`src/rtl/stim_pkg.sv`:
```
// Shared definitions for the stimulation controller: state encoding and the
// default timing values shared with the top-level datapath wrapper.
package stim_pkg;

   // FSM state encoding, kept as plain vectors for compatibility with older tooling
   typedef logic [2:0] stim_state_t;

   localparam stim_state_t ST_IDLE    = 3'd0;
   localparam stim_state_t ST_PHASE_A = 3'd1;
   localparam stim_state_t ST_PHASE_B = 3'd2;
   localparam stim_state_t ST_GAP     = 3'd3;
   localparam stim_state_t ST_REFRACT = 3'd4;

   // Default timing, all in clk cycles
   localparam int unsigned STIM_CONFIRM_COUNT  = 4;
   localparam int unsigned STIM_PHASE_CYCLES   = 4;
   localparam int unsigned STIM_GAP_CYCLES     = 16;
   localparam int unsigned STIM_PULSE_COUNT    = 8;
   localparam int unsigned STIM_REFRACT_CYCLES = 256;
   localparam int unsigned STIM_CNT_WIDTH      = 16;

endpackage

```
`src/rtl/stim_timer.sv`:
```
// Loadable down-counter used to time the pulse phases, the inter-pulse gap
// and the refractory lockout. A load always wins over hold so that a train
// kill can arm the lockout even while the controller is frozen.
module stim_timer
   import stim_pkg::*;
#(
   parameter int unsigned CNT_WIDTH = STIM_CNT_WIDTH
) (
   input  logic                 clk,
   input  logic                 rst,
   input  logic                 load,
   input  logic [CNT_WIDTH-1:0] value,
   input  logic                 hold,
   output logic                 done
);

   logic [CNT_WIDTH-1:0] count_q;
   logic [CNT_WIDTH-1:0] count_d;

   // Next count: load, otherwise decrement toward zero unless frozen
   always_comb begin
      count_d = count_q;
      if (load) begin
         count_d = value;
      end else if (!hold && (count_q != '0)) begin
         count_d = count_q - 1'b1;
      end
   end

   // Count register
   always_ff @(posedge clk or posedge rst) begin
      if (rst) begin
         count_q <= '0;
      end else begin
         count_q <= count_d;
      end
   end

   // Expiry is only reported on cycles that are allowed to advance
   assign done = (count_q == '0) && !hold;

endmodule

```
`src/rtl/stim_controller.sv`:
```
// Stimulation controller: turns a run of consecutive seizure detections into
// a bounded pulse train followed by a refractory lockout.
// Build option: define STIM_BIPHASIC_EN for biphasic pulses (A then B phase);
// without it the pulses are monophasic and stim_b is tied low.
module stim_controller
   import stim_pkg::*;
#(
   parameter int unsigned CONFIRM_COUNT  = STIM_CONFIRM_COUNT,
   parameter int unsigned PHASE_CYCLES   = STIM_PHASE_CYCLES,
   parameter int unsigned GAP_CYCLES     = STIM_GAP_CYCLES,
   parameter int unsigned PULSE_COUNT    = STIM_PULSE_COUNT,
   parameter int unsigned REFRACT_CYCLES = STIM_REFRACT_CYCLES,
   parameter int unsigned CNT_WIDTH      = STIM_CNT_WIDTH
) (
   input  logic                 clk,
   input  logic                 rst,
   input  logic                 en,
   input  logic                 detect,
   input  logic                 abort,
   output logic                 stim_a,
   output logic                 stim_b,
   output logic                 busy,
   output logic                 refract,
   output logic [CNT_WIDTH-1:0] train_count
);

   // Timer load values are one less than the duration: the state is entered
   // on the loading edge and left on the edge that sees the timer at zero.
   localparam logic [CNT_WIDTH-1:0] CONFIRM_LAST = CNT_WIDTH'(CONFIRM_COUNT - 1);
   localparam logic [CNT_WIDTH-1:0] PHASE_LOAD   = CNT_WIDTH'(PHASE_CYCLES - 1);
   localparam logic [CNT_WIDTH-1:0] GAP_LOAD     = CNT_WIDTH'(GAP_CYCLES - 1);
   localparam logic [CNT_WIDTH-1:0] REFRACT_LOAD = CNT_WIDTH'(REFRACT_CYCLES - 1);
   localparam logic [CNT_WIDTH-1:0] PULSE_LAST   = CNT_WIDTH'(PULSE_COUNT - 1);

   stim_state_t          state_q;
   stim_state_t          state_d;
   logic [CNT_WIDTH-1:0] confirm_q;
   logic [CNT_WIDTH-1:0] confirm_d;
   logic [CNT_WIDTH-1:0] pulse_idx_q;
   logic [CNT_WIDTH-1:0] pulse_idx_d;
   logic [CNT_WIDTH-1:0] train_cnt_q;
   logic [CNT_WIDTH-1:0] train_cnt_d;

   logic                 tmr_load;
   logic [CNT_WIDTH-1:0] tmr_value;
   logic                 tmr_done;

   logic                 pulse_end;
   logic                 kill;

   logic                 stim_a_q;
   logic                 busy_q;
   logic                 refract_q;

   // Single timer shared by phase, gap and refractory intervals
   stim_timer #(
      .CNT_WIDTH (CNT_WIDTH)
   ) u_timer (
      .clk   (clk),
      .rst   (rst),
      .load  (tmr_load),
      .value (tmr_value),
      .hold  (!en),
      .done  (tmr_done)
   );

   // Next-state, confirm counter, pulse index and train counter logic
   always_comb begin
      state_d     = state_q;
      confirm_d   = confirm_q;
      pulse_idx_d = pulse_idx_q;
      train_cnt_d = train_cnt_q;
      tmr_load    = 1'b0;
      tmr_value   = '0;
      pulse_end   = 1'b0;
      kill        = 1'b0;

      case (state_q)
         ST_IDLE: begin
            // abort beats a confirming detect on the same cycle
            if (abort) begin
               confirm_d = '0;
            end else if (en) begin
               if (!detect) begin
                  confirm_d = '0;
               end else if (confirm_q == CONFIRM_LAST) begin
                  state_d     = ST_PHASE_A;
                  confirm_d   = '0;
                  pulse_idx_d = '0;
                  tmr_load    = 1'b1;
                  tmr_value   = PHASE_LOAD;
               end else begin
                  confirm_d = confirm_q + 1'b1;
               end
            end
         end

         ST_PHASE_A: begin
            if (abort) begin
               kill = 1'b1;
            end else if (tmr_done) begin
`ifdef STIM_BIPHASIC_EN
               state_d   = ST_PHASE_B;
               tmr_load  = 1'b1;
               tmr_value = PHASE_LOAD;
`else
               pulse_end = 1'b1;
`endif
            end
         end

`ifdef STIM_BIPHASIC_EN
         ST_PHASE_B: begin
            if (abort) begin
               kill = 1'b1;
            end else if (tmr_done) begin
               pulse_end = 1'b1;
            end
         end
`endif

         ST_GAP: begin
            if (abort) begin
               kill = 1'b1;
            end else if (tmr_done) begin
               state_d   = ST_PHASE_A;
               tmr_load  = 1'b1;
               tmr_value = PHASE_LOAD;
            end
         end

         ST_REFRACT: begin
            // abort has no effect here; detections are ignored
            if (tmr_done) begin
               state_d   = ST_IDLE;
               confirm_d = '0;
            end
         end

         default: begin
            state_d   = ST_IDLE;
            confirm_d = '0;
         end
      endcase

      // A killed train goes straight to a full lockout without being counted
      if (kill) begin
         state_d   = ST_REFRACT;
         tmr_load  = 1'b1;
         tmr_value = REFRACT_LOAD;
      end else if (pulse_end) begin
         tmr_load = 1'b1;
         if (pulse_idx_q < PULSE_LAST) begin
            state_d     = ST_GAP;
            tmr_value   = GAP_LOAD;
            pulse_idx_d = pulse_idx_q + 1'b1;
         end else begin
            state_d     = ST_REFRACT;
            tmr_value   = REFRACT_LOAD;
            train_cnt_d = (&train_cnt_q) ? train_cnt_q : train_cnt_q + 1'b1;
         end
      end
   end

   // State and counter registers
   always_ff @(posedge clk or posedge rst) begin
      if (rst) begin
         state_q     <= ST_IDLE;
         confirm_q   <= '0;
         pulse_idx_q <= '0;
         train_cnt_q <= '0;
      end else begin
         state_q     <= state_d;
         confirm_q   <= confirm_d;
         pulse_idx_q <= pulse_idx_d;
         train_cnt_q <= train_cnt_d;
      end
   end

   // Registered Moore decodes, updated on the same edge as the state
   always_ff @(posedge clk or posedge rst) begin
      if (rst) begin
         stim_a_q  <= 1'b0;
         busy_q    <= 1'b0;
         refract_q <= 1'b0;
      end else begin
         stim_a_q  <= (state_d == ST_PHASE_A);
         busy_q    <= (state_d != ST_IDLE);
         refract_q <= (state_d == ST_REFRACT);
      end
   end

`ifdef STIM_BIPHASIC_EN
   logic stim_b_q;

   // Phase-B drive decode, only present in the biphasic build
   always_ff @(posedge clk or posedge rst) begin
      if (rst) begin
         stim_b_q <= 1'b0;
      end else begin
         stim_b_q <= (state_d == ST_PHASE_B);
      end
   end

   assign stim_b = stim_b_q;
`else
   assign stim_b = 1'b0;
`endif

   assign stim_a      = stim_a_q;
   assign busy        = busy_q;
   assign refract     = refract_q;
   assign train_count = train_cnt_q;

endmodule

```
`config.mk`:
```
export PLATFORM = sky130hd
export DESIGN_NAME = stim_controller
export DESIGN_NICKNAME = d
export VERILOG_FILES = /design/src/rtl/stim_pkg.sv /design/src/rtl/stim_timer.sv /design/src/rtl/stim_controller.sv
export SDC_FILE = /design/constraint.sdc
export NUM_CORES = 1
export LEC_CHECK = 0
export CAP_MARGIN = 20
export CORE_UTILIZATION = 40
export DETAILED_ROUTE_END_ITERATION = 10
export PLACE_DENSITY = 0.62
export SYNTH_ARGS = -nofsm -noshare
export SYNTH_HDL_FRONTEND = slang
export SYNTH_SLANG_ARGS = --single-unit
```
`constraint.sdc`:
```
create_clock -name clk -period 6.6 [get_ports clk]
set_input_delay 0.66 -clock clk [delete_from_list [all_inputs] [get_ports clk]]
set_output_delay 0.66 -clock clk [all_outputs]
set_load 0.005 [all_outputs]
```
run_1/power_grid.png
The bar under the picture is 20 um long. Pins as bars on the die edge. Tap cells in gray.
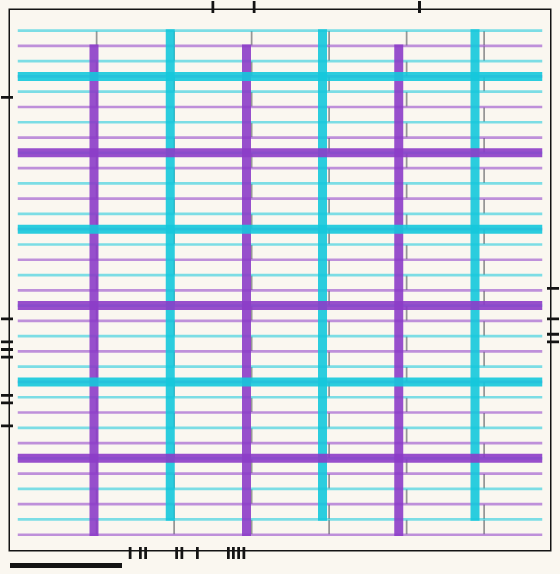
legend:
  VDD:
    color: cyan
  VSS:
    color: purple
met5 straps: 6
signal pins: 25
met1 rails: 34
rows: 33

run_1/flops_by_reg.png
The bar under the picture is 20 um long. Other sequential cells in the stronger gray, the rest of the logic in the fainter gray.
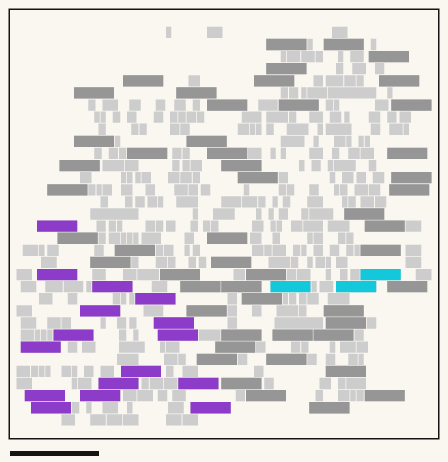
legend:
  `state_q`:
    color: cyan
    flops: 3
  `train_count`:
    color: purple
    flops: 16
    where: bottom left
not colored: 51

==> out/metrics.csv, run 1 <==
metric,value,unit
CLK BUF,11,
chip width,96.15,um
pre-CTS setup slack,3.061,ns
buffer share of cell area,0.06301,
Hold Path Class,flop to flop,
Met3 Wirelength,203,um
MUX area fraction,0.005999,
critical path class,primary input to flop,
global-route usage over all layers,0.1742,
ant diodes,0,
inverter count,9,
Final ANT Viol Nets,0,
vias per inst,5.445,
PD cells,299.4,nW/um2
1st-pass router iterations,4,
io pins,25,
synthesis-to-layout area growth,16.48,%
number of global-route vias before repair,2602,
Synth Seq Share,0.4940,
Yosys chip area,3546,um2
Multi-In Gates,270,
Synth Area in Simple Gates,0.2653,
setup TNS,0,ns
# fillers,800,
Gate Area,1698,um2
Post-Synth XOR/XNOR Area,0.05928,
synth warn,0,
Int Pwr,0.8635,mW
count of pins over their slew limit,0,
crit-path most repeated cell,o21ai_0,
worst path cell trace,clkdlybuf4s50_1 > nor4b_2 > and4_2 > and3_1 > o21ai_0 > o21ai_0 > or3_1,
Synth Flop Type,dfrtp_1,
Max stage delay on crit path,0.76,ns
WHS,0.4892,ns
fin crit share,0.4778,
share of power burned in registers,0.452,
CTS Buf Count,9,
met2 wire length,3.327,mm
largest net degree at the start of global routing,71,
Well Taps,105,
total die size,9245,um2
distinct lib cells,55,
Non-clk bufs,27,
Critical Path Start Type,primary input,
DRC viols,0,
Main area contributors,"dfrtp_1, xnor2_1, o21ai_0, nor2_1, nand2_1",
max_cap viols,0,
Max IR drop VDD,0.1024,mV
Resized cells post-CTS,0,
yosys aoi share,0.1295,
Layout Cells excl Fill,497,
Yosys top cell by instances,dfrtp_1,
CTS tree,yes,
port bufs,23,
Worst setup EP type,flop,
Skew-Pair Late Insertion Delay,0.35,ns
Worst-Margin Slew,0.9838,ns
global-route wire length before repair,12.38,mm
met1 Resource Use GR,0.2333,
Leakage,1.780,nW
Synth Area per Inst,9.768,um2
Final Power,1.237,mW
Top delay family on crit path,AND-OR/OR-AND gates,
Final Instance Area,4130,um2
clk slew on worst S/H paths,0.08,ns
final hold violations,0,
placed cell count,481,
Init Core Util,0.4230,
met1 WL,3.705,mm
cell taking the most area after synthesis,dfrtp_1,
status,finished clean,
Tmin final,3.153,ns
sw frac,0.3017,
CP max stage cell,o21ai_0,
met3 GRT Util,0.04739,
Synth top cells by count,"dfrtp_1, nor2_1, nand2_1",
CP max FO,11,
DP HPWL,4.809,mm
fraction of registers with async set/reset,1.000,
Adders+Majority by Area,0.01764,
crit path buf inv count,1,
post-CTS setup buffers,0,
combinational share of power,0.195,
dominant class by area,sequential cells,
clock root buffer,clkbuf_8,
registers,70,
final number of setup-violating endpoints,0,
final worst slack,3.447,ns
Seq area share,0.4241,
Via Count,2706,
Area after DPL,3875,um2
NumNets Final,397,
Max Freq,317.1,MHz
ClkCell Share,0.06180,
"Hold-fix buffers, CTS",0,
First DRT Iteration DRCs,73,
Top cell area share,0.4940,
Core Region,8382,um2
Clock Power Share,0.353,
logic share of the area,0.4111,
gr ovfl total,0,
Post-synth EDFFs,0,
clk sinks,70,
Post-Syn Area,3546,um2
Top Usage Layer GRT,met2,
share of cells above drive strength 1,0.09694,
H-tree Lvls,3,
top sig layer,met4,
Max Buffers Root-to-Sink,2,
Util after Layout,0.4928,
Yosys Instances,363,
met2 GRT Util,0.2760,
Post-synth regs,70,
critical path required time,6.83,ns
Top logic family,simple AND/OR/NAND/NOR gates,
total wire length,7.281,mm
syn nets,373,
Slew headroom,0.3372,
run_1/cell_density.png
The bar under the picture is 20 um long. The die is cut into 10 by 10 equal tiles; white is low, dark blue is high, 0 to 100% covered.
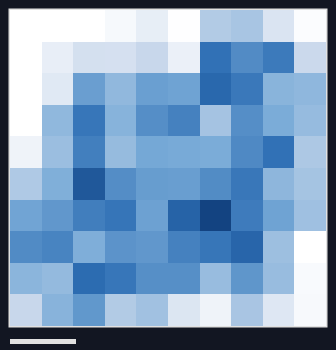
nearly empty tiles: 9.0%
emptiest ninth of the die: top left
fullest tile: 93%
mean over tiles: 43%

[run 1: placed cells by master (no fill, tap or decap), types with 4 or more instances in the layout]
cell / synthesis / routed
ha_1: 5 / 5
buf_4: 1 / 4
dfrtp_1: 70 / 70
nor2b_1: 14 / 14
clkdlybuf4s50_1: 0 / 23
inv_1: 9 / 8
a21oi_1: 6 / 6
nand3_1: 21 / 21
o21ai_1: 5 / 5
and3_1: 8 / 8
xnor2_1: 18 / 18
a31oi_1: 5 / 5
o21a_1: 4 / 4
clkbuf_8: 0 / 11
a22oi_1: 4 / 4
o31ai_1: 9 / 9
nand2b_1: 4 / 4
nand2_1: 29 / 29
xor2_1: 6 / 6
or3_1: 8 / 8
o21ai_0: 24 / 24
nor3_1: 12 / 12
nand4_1: 4 / 4
nor2_1: 32 / 32
nor4_1: 9 / 9
[run 1: path summary, 6_finish.rpt]
path	startpoint	endpoint	slack (ns)	depth (start not counted)
max	en	busy	3.45	7
min	confirm_q[15]	confirm_q[15]	0.49	1
max reg2reg	pulse_idx_q[0]	busy	3.55	7
min reg2reg	confirm_q[15]	confirm_q[15]	0.49	1
max in group asynchronous	rst	train_count[8]	5.12	3
min in group asynchronous	rst	train_count[1]	0.86	3
[run 1: power by group through the flow]
stage	clock, mW	combinational (mW)	sequential [mW]
2_1_floorplan	0	0.180	0.548
3_3_place_gp	0	0.234	0.563
3_5_place_dp	0	0.239	0.566
4_1_cts	0.453	0.242	0.558
5_1_grt	0.463	0.273	0.570
6_report	0.437	0.241	0.559
[run 1: sequential cells by signal (all words and copies together) (netlist names)]
| signal | count |
|---|---|
| confirm_q | 16 |
| pulse_idx_q | 16 |
| train_count | 16 |
| u_timer.count_q | 16 |
| state_q | 3 |
| busy | 1 |
| refract | 1 |
| stim_a | 1 |
run_1/placement.png
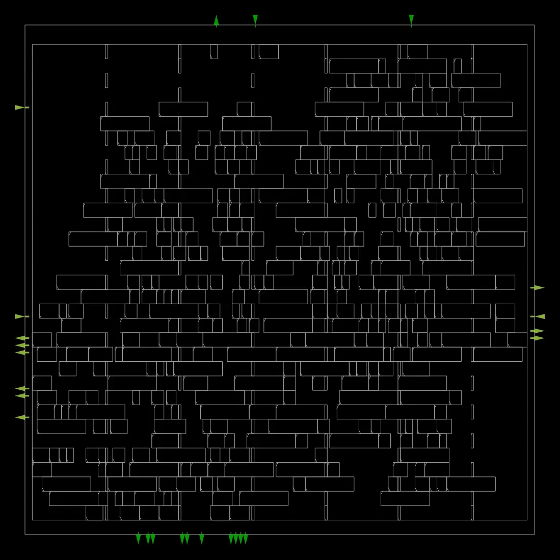

==> run 2, diff against run 1 <==
==> constraint.sdc (replaced) <==
create_clock -name clk -period 3.25 [get_ports clk]
set_input_delay 0.325 -clock clk [delete_from_list [all_inputs] [get_ports clk]]
set_output_delay 0.325 -clock clk [all_outputs]
set_load 0.005 [all_outputs]
run_2/placement.png
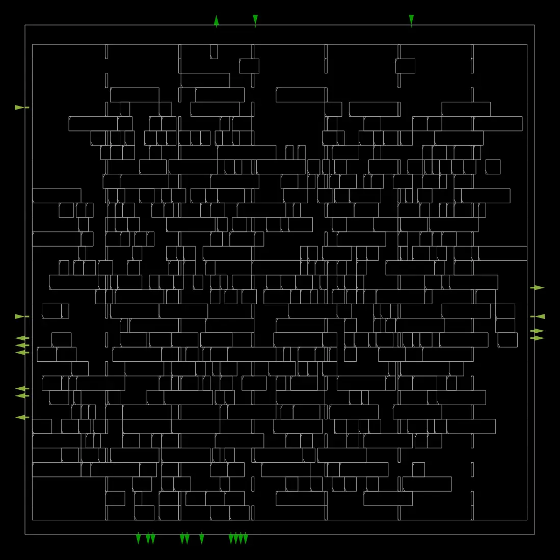
Layout Cells excl Fill: 501
registers: 70

run_2/power_grid.png
The bar under the picture is 20 um long. Pins as bars on the die edge. Tap cells in gray.
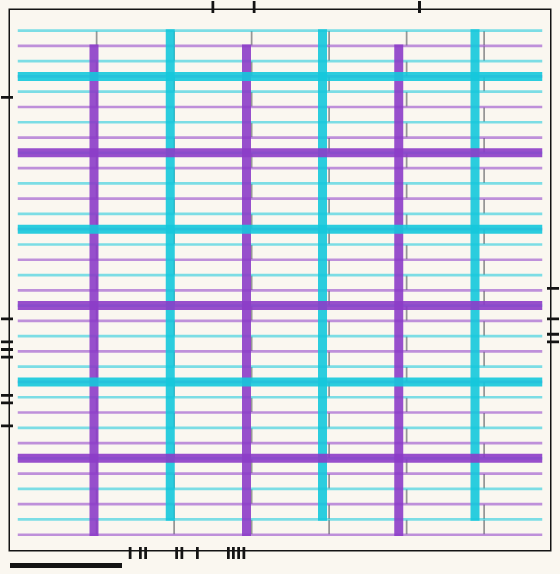
legend:
  VDD:
    color: cyan
  VSS:
    color: purple
met4 straps: 6
rows: 33
met1 rails: 34

==> run 2 against run 1 <==
  * Setup slack worse by 2.8 ns
  * Critical path depth decreased by 2
  * Sequential power up 100%
  * Via count is 2.2% higher
==> out/metrics.csv, run 2 <==
metric,value,unit
Top cells excl fill/tap,"dfrtp_1, nor2_1, nand2_1, o21ai_0, clkdlybuf4s50_1",
vias per inst,5.519,
Crit. path cell count,5,
cell taking the most area after synthesis,dfrtp_1,
critical path class,flop to flop,
Critical Path Start Type,flop,
Commonest Layout Cell,dfrtp_1,
Yosys chip area,3546,um2
placed cell count,485,
fin crit share,0.8075,
Slew headroom,0.5816,
Synth Area per Inst,9.768,um2
H-tree Lvls,3,
syn nets,373,
Synth Seq Share,0.4940,
CTS Buf Count,9,
io pins,25,
Worst-Margin Slew,0.6253,ns
Final ANT Viol Nets,0,
final number of setup-violating endpoints,0,
number of global-route vias before repair,2653,
tool warnings,27,
Area after DPL,3918,um2
worst path cell trace,nor4_1 > nand4_2 > or4b_4 > nor2_2 > mux2_1,
chip width,96.15,um
share of cells above drive strength 1,0.1035,
Post-synth regs,70,
First DRT Iteration DRCs,127,
largest net degree at the start of global routing,59,
fraction of registers with async set/reset,1.000,
RSZ-0062 raised after global routing,false,
Final Wtd Congestion,0.7611,
clk sinks,70,
Final Power,2.323,mW
clk slew on worst S/H paths,0.08,ns
post-CTS setup buffers,0,
crit path buf inv count,0,
global-route wire length before repair,12.50,mm
Worst setup EP type,flop,
status,finished clean,
DP HPWL,4.843,mm
CP max stage cell,or4b_4,
Max Freq,381.0,MHz
Post-Syn Area,3546,um2
die y size,96.15,um
NumNets Final,401,
Top delay family on crit path,simple AND/OR/NAND/NOR gates,
total die size,9245,um2
Core Region,8382,um2
synthesis-to-layout area growth,16.13,%
Syn Inst Count,363,
drt wl/cell,14.34,um
Leakage,1.769,nW
ant diodes,0,
PD cells,564.1,nW/um2
Synth top cells by count,"dfrtp_1, nor2_1, nand2_1",
Max Buffers Root-to-Sink,2,
Final Instance Area,4118,um2
"Hold-fix buffers, CTS",0,
Tmin final,2.624,ns
gr ovfl total,0,
Layout Skew,0.006365,ns
count of pins over their slew limit,0,
synth warn,0,
1st-pass router iterations,4,
setup TNS,0,ns
Worst EP arrival,2.86,ns
Resized cells post-CTS,0,
port bufs,23,
WHS,0.2428,ns
distinct lib cells,55,
Top cell area share,0.4940,
global-route usage over all layers,0.1763,
Yosys Instances,363,
Max IR drop VDD,0.2602,mV
Synth Flop Type,dfrtp_1,
CP max FO,8,
Via Count,2765,
Yosys top cell by instances,dfrtp_1,
max_cap viols,0,
Main area contributors,"dfrtp_1, xnor2_1, o21ai_0, nor2_1, nand2_1",
Init Core Util,0.4230,
# fillers,786,
FP Rows,33,
DRC viols,0,
CTS tree,yes,
cells on worst reg2reg path,5,
Post-synth EDFFs,0,
pre-CTS setup slack,0.5653,ns
initial antenna violation count,0,
critical path required time,3.48,ns
final hold violations,0,
final worst slack,0.6256,ns
clock root buffer,clkbuf_8,
Skew-Pair Late Insertion Delay,0.35,ns
Util after Layout,0.4913,
Max stage delay on crit path,0.62,ns
Hold Path Class,primary input to async pin,
total wire length,7.183,mm
-- run 2: routing by layer --
metal  track usage  wire length [um]  vias to the layer above
met3       0.04976               248                        8
met2        0.2742              3242                       39
li1              -                 -                     1358
met4       0.04602                75                        0
met1        0.2411              3616                     1360
met5             0                 0                        -
-- run 2: path summary, 6_finish.rpt --
| path | startpoint | end | slack, ns |
|---|---|---|---|
| max in group asynchronous | rst | u_timer.count_q[5] | 2.41 |
| min reg2reg | confirm_q[15] | confirm_q[15] | 0.49 |
| min in group clk | confirm_q[15] | confirm_q[15] | 0.49 |
| max | u_timer.count_q[6] | train_count[1] | 0.63 |
| max reg2reg | u_timer.count_q[6] | train_count[1] | 0.63 |
| min | rst | confirm_q[5] | 0.24 |
-- run 2: cell families (layout without fill, tap and decap cells) --
kind of cell	Yosys count	in the layout	share of synthesized area
buffers and inverters	23	56	0.02717
AOI/OAI and AO/OA	71	71	0.1295
DFF	70	70	0.4940
adders and majority gates	5	5	0.01764
muxes	2	2	0.005998
xor gates and xnor gates	24	24	0.05928
and+or+nand+nor	167	167	0.2653
other	1	1	0.001058
-- run 2: layout make-up --
cell class | instances | area [um2] | share of cell area
clock inverter | 5 | 58.81 | 0.01428
sequential | 70 | 1752 | 0.4254
clock buffer | 11 | 141.4 | 0.03434
multi-input combinational | 270 | 1698 | 0.4123
tap | 105 | 131.4 | 0.03191
inverter | 9 | 33.78 | 0.008204
timing repair buffer | 31 | 302.8 | 0.07353
-- run 2: power by group --
group | internal [mW] | switching, mW
clock network | 0.375 | 0.333
registers | 0.986 | 0.143
logic | 0.218 | 0.267
total | 1.58 | 0.743
Power is estimated from default activity; no workload was simulated.
